===== config.mk =====
export PLATFORM = sky130hd
export DESIGN_NAME = spi_master_driver_flat
export DESIGN_NICKNAME = d
export VERILOG_FILES = /design/src/rtl/spi_master_driver_pkg.sv /design/src/rtl/spi_master_driver_if.sv /design/src/rtl/spi_master_driver_sclk_gen.sv /design/src/rtl/spi_master_driver.sv /design/src/flat_wrapper.sv
export SDC_FILE = /design/constraint.sdc
export NUM_CORES = 1
export LEC_CHECK = 0
export CAP_MARGIN = 5
export CELL_PAD_IN_SITES_DETAIL_PLACEMENT = 1
export CELL_PAD_IN_SITES_GLOBAL_PLACEMENT = 1
export CORE_AREA = 2 2 67 69
export CTS_CLUSTER_SIZE = 20
export DETAILED_ROUTE_END_ITERATION = 8
export DIE_AREA = 0 0 69 71
export PLACE_DENSITY = 0.86
export SLEW_MARGIN = 15
export SYNTH_ARGS = -nofsm -noshare
export SYNTH_HDL_FRONTEND = slang
export SYNTH_HIERARCHICAL = 1
export SYNTH_SLANG_ARGS = --single-unit
export TNS_END_PERCENT = 30

===== constraint.sdc =====
create_clock -name sys_clk -period 3.4 [get_ports sys_clk]
set_input_delay 0.68 -clock sys_clk [delete_from_list [all_inputs] [get_ports sys_clk]]
set_output_delay 0.68 -clock sys_clk [all_outputs]
set_load 0.01 [all_outputs]

===== src/rtl/spi_master_driver_pkg.sv =====
// spi_master_driver_pkg: shared SPI state encoding, mode-0 constants and slave-select level helper
package spi_master_driver_pkg;
  typedef enum logic [2:0] {
    ST_RESET = 3'd0,
    ST_IDLE  = 3'd1,
    ST_SETUP = 3'd2,
    ST_HIGH  = 3'd3,
    ST_LOW   = 3'd4,
    ST_HOLD  = 3'd5,
    ST_GAP   = 3'd6
  } state_e;
  localparam logic SPI_CPOL = 1'b0;
  localparam logic SPI_CPHA = 1'b0;
  function automatic logic ss_level(input logic active_low, input logic active);
    return active ^ active_low;
  endfunction
endpackage


===== src/rtl/spi_master_driver_if.sv =====
// spi_master_driver_if: user handshake and SPI pin bundle; master = driver side, slave = user/pin side
interface spi_master_driver_if #(
  parameter int NUM_DATA_BITS = 8
);
  logic                     send_enable;
  logic                     bus_ready;
  logic                     miso_new_data;
  logic [NUM_DATA_BITS-1:0] mosi_data;
  logic [NUM_DATA_BITS-1:0] miso_data;
  logic                     ss_out;
  logic                     sclk_out;
  logic                     mosi_out;
  logic                     miso_in;
  modport master (
    input  send_enable, mosi_data, miso_in,
    output bus_ready, miso_new_data, miso_data, ss_out, sclk_out, mosi_out
  );
  modport slave (
    output send_enable, mosi_data, miso_in,
    input  bus_ready, miso_new_data, miso_data, ss_out, sclk_out, mosi_out
  );
endinterface


===== src/rtl/spi_master_driver_sclk_gen.sv =====
// spi_sclk_gen: counts SCLK_DIV cycles per FSM phase and emits a one-cycle phase_tick, cleared on state change
module spi_sclk_gen #(
  parameter int SCLK_DIV = 2
) (
  input  logic clk,
  input  logic rst,
  input  logic en,
  input  logic clr,
  output logic phase_tick
);
  localparam int PW = $clog2(SCLK_DIV + 1);
  logic [PW-1:0] cnt_q, cnt_d;
  always_comb begin
    phase_tick = en && cnt_q == PW'(SCLK_DIV - 1);
    cnt_d = (clr || !en || phase_tick) ? '0 : cnt_q + PW'(1);
  end
  always_ff @(posedge clk) begin
    if (rst) cnt_q <= '0;
    else cnt_q <= cnt_d;
  end
endmodule


===== src/rtl/spi_master_driver.sv =====
// spi_master_driver: SPI mode-0 master driver (FSM, bit counter, shift/capture regs); SPI_MASTER_ABORT_EN adds abort port
module spi_master_driver
  import spi_master_driver_pkg::*;
#(
  parameter bit SS_ACTIVE_LOW = 1'b1,
  parameter bit LSB_FIRST     = 1'b0,
  parameter int NUM_DATA_BITS = 8,
  parameter int SCLK_DIV      = 2
) (
  input logic sys_clk,
  input logic rst,
`ifdef SPI_MASTER_ABORT_EN
  input logic abort,
`endif
  spi_master_driver_if.master bus
);
  localparam int BW = $clog2(NUM_DATA_BITS + 1);
  localparam int DW = NUM_DATA_BITS;
  state_e state_q, state_d;
  logic [BW-1:0] bit_cnt_q, bit_cnt_d;
  logic [DW-1:0] sh_q, sh_d, cap_q, cap_d, miso_data_q, miso_data_d;
  logic ss_q, ss_d, sclk_q, sclk_d, ready_q, ready_d, new_q, new_d;
  logic tick, gen_en, gen_clr, abort_req, accept, rise, fall, done, capture, advance;
  assign gen_en = state_q inside {ST_SETUP, ST_HIGH, ST_LOW, ST_HOLD, ST_GAP};
`ifdef SPI_MASTER_ABORT_EN
  assign abort_req = abort && (state_q inside {ST_SETUP, ST_HIGH, ST_LOW, ST_HOLD});
`else
  assign abort_req = 1'b0;
`endif
  spi_sclk_gen #(.SCLK_DIV(SCLK_DIV)) u_sclk_gen (
    .clk(sys_clk),
    .rst(rst),
    .en(gen_en),
    .clr(gen_clr),
    .phase_tick(tick)
  );
  always_comb begin
    state_d = state_q;
    case (state_q)
      ST_RESET: state_d = ST_IDLE;
      ST_IDLE:  state_d = bus.send_enable ? ST_SETUP : ST_IDLE;
      ST_SETUP: state_d = tick ? ST_HIGH : ST_SETUP;
      // the last falling SCLK edge goes straight to HOLD, which serves as the final low half-period
      ST_HIGH:  state_d = tick ? (bit_cnt_q == BW'(NUM_DATA_BITS) ? ST_HOLD : ST_LOW) : ST_HIGH;
      ST_LOW:   state_d = tick ? ST_HIGH : ST_LOW;
      ST_HOLD:  state_d = tick ? ST_GAP : ST_HOLD;
      ST_GAP:   state_d = tick ? ST_IDLE : ST_GAP;
      default:  state_d = ST_RESET;
    endcase
    if (abort_req) state_d = ST_GAP;
    gen_clr = state_d != state_q;
    accept = state_q == ST_IDLE && bus.send_enable;
    rise = state_d == ST_HIGH && state_q != ST_HIGH;
    fall = state_q == ST_HIGH && state_d == ST_LOW;
    done = state_q == ST_HOLD && state_d == ST_GAP && !abort_req;
    capture = SPI_CPHA ? fall : rise;
    advance = SPI_CPHA ? rise : fall;
    bit_cnt_d = accept ? '0 : rise ? bit_cnt_q + BW'(1) : bit_cnt_q;
    sh_d = accept ? bus.mosi_data : advance ? (LSB_FIRST ? sh_q >> 1 : sh_q << 1) : sh_q;
    cap_d = !capture ? cap_q :
            LSB_FIRST ? (cap_q >> 1) | (DW'(bus.miso_in) << (DW - 1)) : (cap_q << 1) | DW'(bus.miso_in);
    miso_data_d = done ? cap_q : miso_data_q;
    new_d = done;
    ss_d = ss_level(SS_ACTIVE_LOW, state_d inside {ST_SETUP, ST_HIGH, ST_LOW, ST_HOLD});
    sclk_d = state_d == ST_HIGH ? ~SPI_CPOL : SPI_CPOL;
    ready_d = state_d == ST_IDLE;
  end
  always_ff @(posedge sys_clk) begin
    if (rst) begin
      state_q     <= ST_RESET;
      bit_cnt_q   <= '0;
      sh_q        <= '0;
      cap_q       <= '0;
      miso_data_q <= '0;
      ss_q        <= ss_level(SS_ACTIVE_LOW, 1'b0);
      sclk_q      <= SPI_CPOL;
      ready_q     <= 1'b0;
      new_q       <= 1'b0;
    end else begin
      state_q     <= state_d;
      bit_cnt_q   <= bit_cnt_d;
      sh_q        <= sh_d;
      cap_q       <= cap_d;
      miso_data_q <= miso_data_d;
      ss_q        <= ss_d;
      sclk_q      <= sclk_d;
      ready_q     <= ready_d;
      new_q       <= new_d;
    end
  end
  assign bus.bus_ready     = ready_q;
  assign bus.miso_new_data = new_q;
  assign bus.miso_data     = miso_data_q;
  assign bus.ss_out        = ss_q;
  assign bus.sclk_out      = sclk_q;
  assign bus.mosi_out      = LSB_FIRST ? sh_q[0] : sh_q[DW-1];
endmodule


===== src/flat_wrapper.sv =====
// flat-port wrapper written by rule: the top's interface ports become plain ports
module spi_master_driver_flat import spi_master_driver_pkg::*;
#(
  parameter bit SS_ACTIVE_LOW = 1'b1,
  parameter bit LSB_FIRST     = 1'b0,
  parameter int NUM_DATA_BITS = 8,
  parameter int SCLK_DIV      = 2
)
  (sys_clk, rst, bus_send_enable, bus_mosi_data, bus_miso_in, bus_bus_ready, bus_miso_new_data, bus_miso_data, bus_ss_out, bus_sclk_out, bus_mosi_out);
  spi_master_driver_if #(.NUM_DATA_BITS(NUM_DATA_BITS)) bus_i ();
  input logic sys_clk;
  input logic rst;
  input wire logic [$bits(bus_i.send_enable)-1:0] bus_send_enable;
  input wire logic [$bits(bus_i.mosi_data)-1:0] bus_mosi_data;
  input wire logic [$bits(bus_i.miso_in)-1:0] bus_miso_in;
  output wire logic [$bits(bus_i.bus_ready)-1:0] bus_bus_ready;
  output wire logic [$bits(bus_i.miso_new_data)-1:0] bus_miso_new_data;
  output wire logic [$bits(bus_i.miso_data)-1:0] bus_miso_data;
  output wire logic [$bits(bus_i.ss_out)-1:0] bus_ss_out;
  output wire logic [$bits(bus_i.sclk_out)-1:0] bus_sclk_out;
  output wire logic [$bits(bus_i.mosi_out)-1:0] bus_mosi_out;
  assign bus_i.send_enable = bus_send_enable;
  assign bus_i.mosi_data = bus_mosi_data;
  assign bus_i.miso_in = bus_miso_in;
  assign bus_bus_ready = bus_i.bus_ready;
  assign bus_miso_new_data = bus_i.miso_new_data;
  assign bus_miso_data = bus_i.miso_data;
  assign bus_ss_out = bus_i.ss_out;
  assign bus_sclk_out = bus_i.sclk_out;
  assign bus_mosi_out = bus_i.mosi_out;
  spi_master_driver #(.SS_ACTIVE_LOW(SS_ACTIVE_LOW), .LSB_FIRST(LSB_FIRST), .NUM_DATA_BITS(NUM_DATA_BITS), .SCLK_DIV(SCLK_DIV)) u_core (.sys_clk(sys_clk), .rst(rst), .bus(bus_i));
endmodule

==> reports/metrics.csv <==
metric,value,unit
outcome,"finished, final reports clean",
totalWireLength,4010,um
cts.path.max_buffers,2,
p_comb,83.9,uW
ys_sh_xor,1.05,%
seq_share,36.5,%
mi_logic_area,828,sq um
worst_pin_slew,0.926,ns
ys_ff,37,
path_max_fanout,18,
met1_length,1960,um
layout_top_cells,"37 x dfxtp_1, 26 x a21oi_1, 24 x clkdlybuf4s50_1",
min_period,2.67,ns
syn_area,1680,sq um
p_clk,401,uW
tap_cells,52,
power_density,466,nW/um^2
cap_violations,0,
dieWidth,69,um
start_kind,flip-flop,
routed_via_density,5.53,
first_global_vias,1416,
worstPathRequired,3.59,ns
track_usage,17.0,%
critical_path.endpoint,u_core/bus.sclk_out$_SDFF_PP0_,
hold_start,u_core/u_sclk_gen/cnt_q[0]$_SDFF_PP0_,
seq_cells,37,
path_delay_family,simple AND/OR/NAND/NOR gates,
post_cts_resized,0,
topCombFamilyByArea,simple AND/OR/NAND/NOR gates,
buf_share,12.6,%
cp_common_cell,nor2_1,
setup_tns,0,ns
tritoncts,yes,
layout.nets,232,
dp_hpwl,2700,um
ys_seq_share,44.2,%
grt_antenna_before_repair,0,
skew,0.00541,ns
grt_pass1_wl,6750,um
relSlewSlack,37.8,%
syn2layout_area_growth,21.3,%
worst-path-buf-inv,0,
holdPathEnd,u_core/u_sclk_gen/cnt_q[0]$_SDFF_PP0_,
cp-startpoint,u_core/state_q[1]$_SDFF_PP0_,
dr_wl_met2,1930,um
p_seq,462,uW
num_vias,1493,
cp-end-kind,flip-flop,
route.met3.wl,88,um
seqCellArea,741,sq um
buffers,26,
cts_max_level,2,
Fig. 1: routing congestion
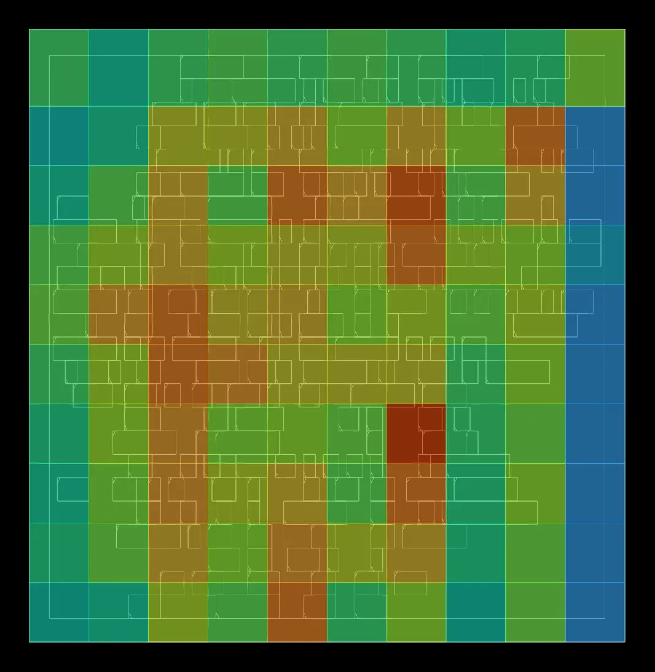
wire per inst: 14.9 um
grt met3 use: 5.27%
GR Util met1: 22.0%

Fig. 2: nets reached from selected ports
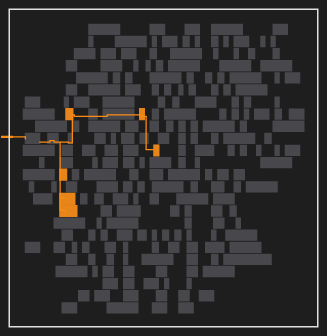
Key: `bus_send_enable` = orange [bits 1, direction input, end cells 6, buffers 1, wire 62.6 um]
I/O Buffers: 24
# IOs: 25

Fig. 3: the metal 1 layer
Supply wires on this layer in gray.
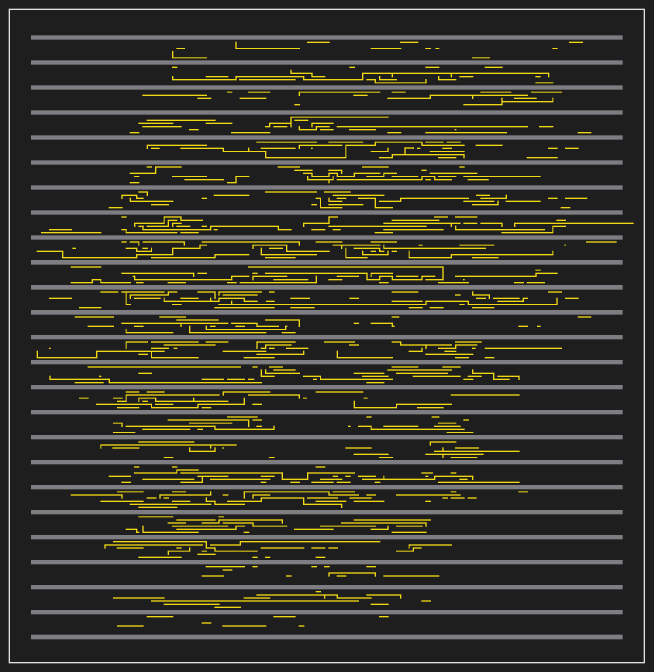
The layer carries 1960 um of wire. 210 nets have wire on it. The wires run mostly horizontal.

Fig. 4: cell area per tile
The die is cut into 7 by 7 equal tiles; white is low, dark blue is high, 0 to 100% covered.
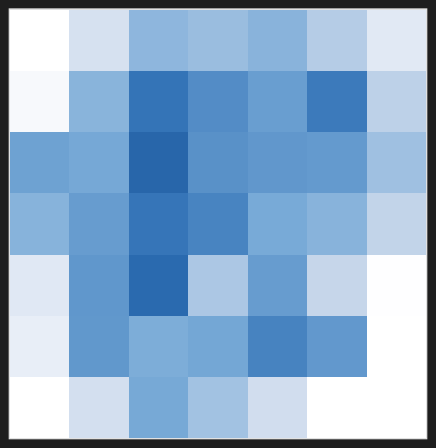
12% of the tiles are nearly empty. 4.1% of the tiles are over 75% full. The densest ninth of the die: center.
fin util: 48.3%
core area: 4200 sq um

Fig. 5: cell classes on the final placement
Scale bar: 20 um. Fill, decap, tap and diode cells in gray.
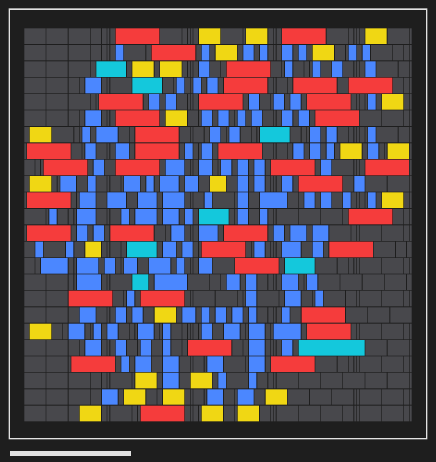
Key: all other logic = blue [cells 147]; flip-flops = red [cells 37]; other buffers and delay cells = yellow [cells 26]; clock drivers and dummy loads = cyan [cells 8]

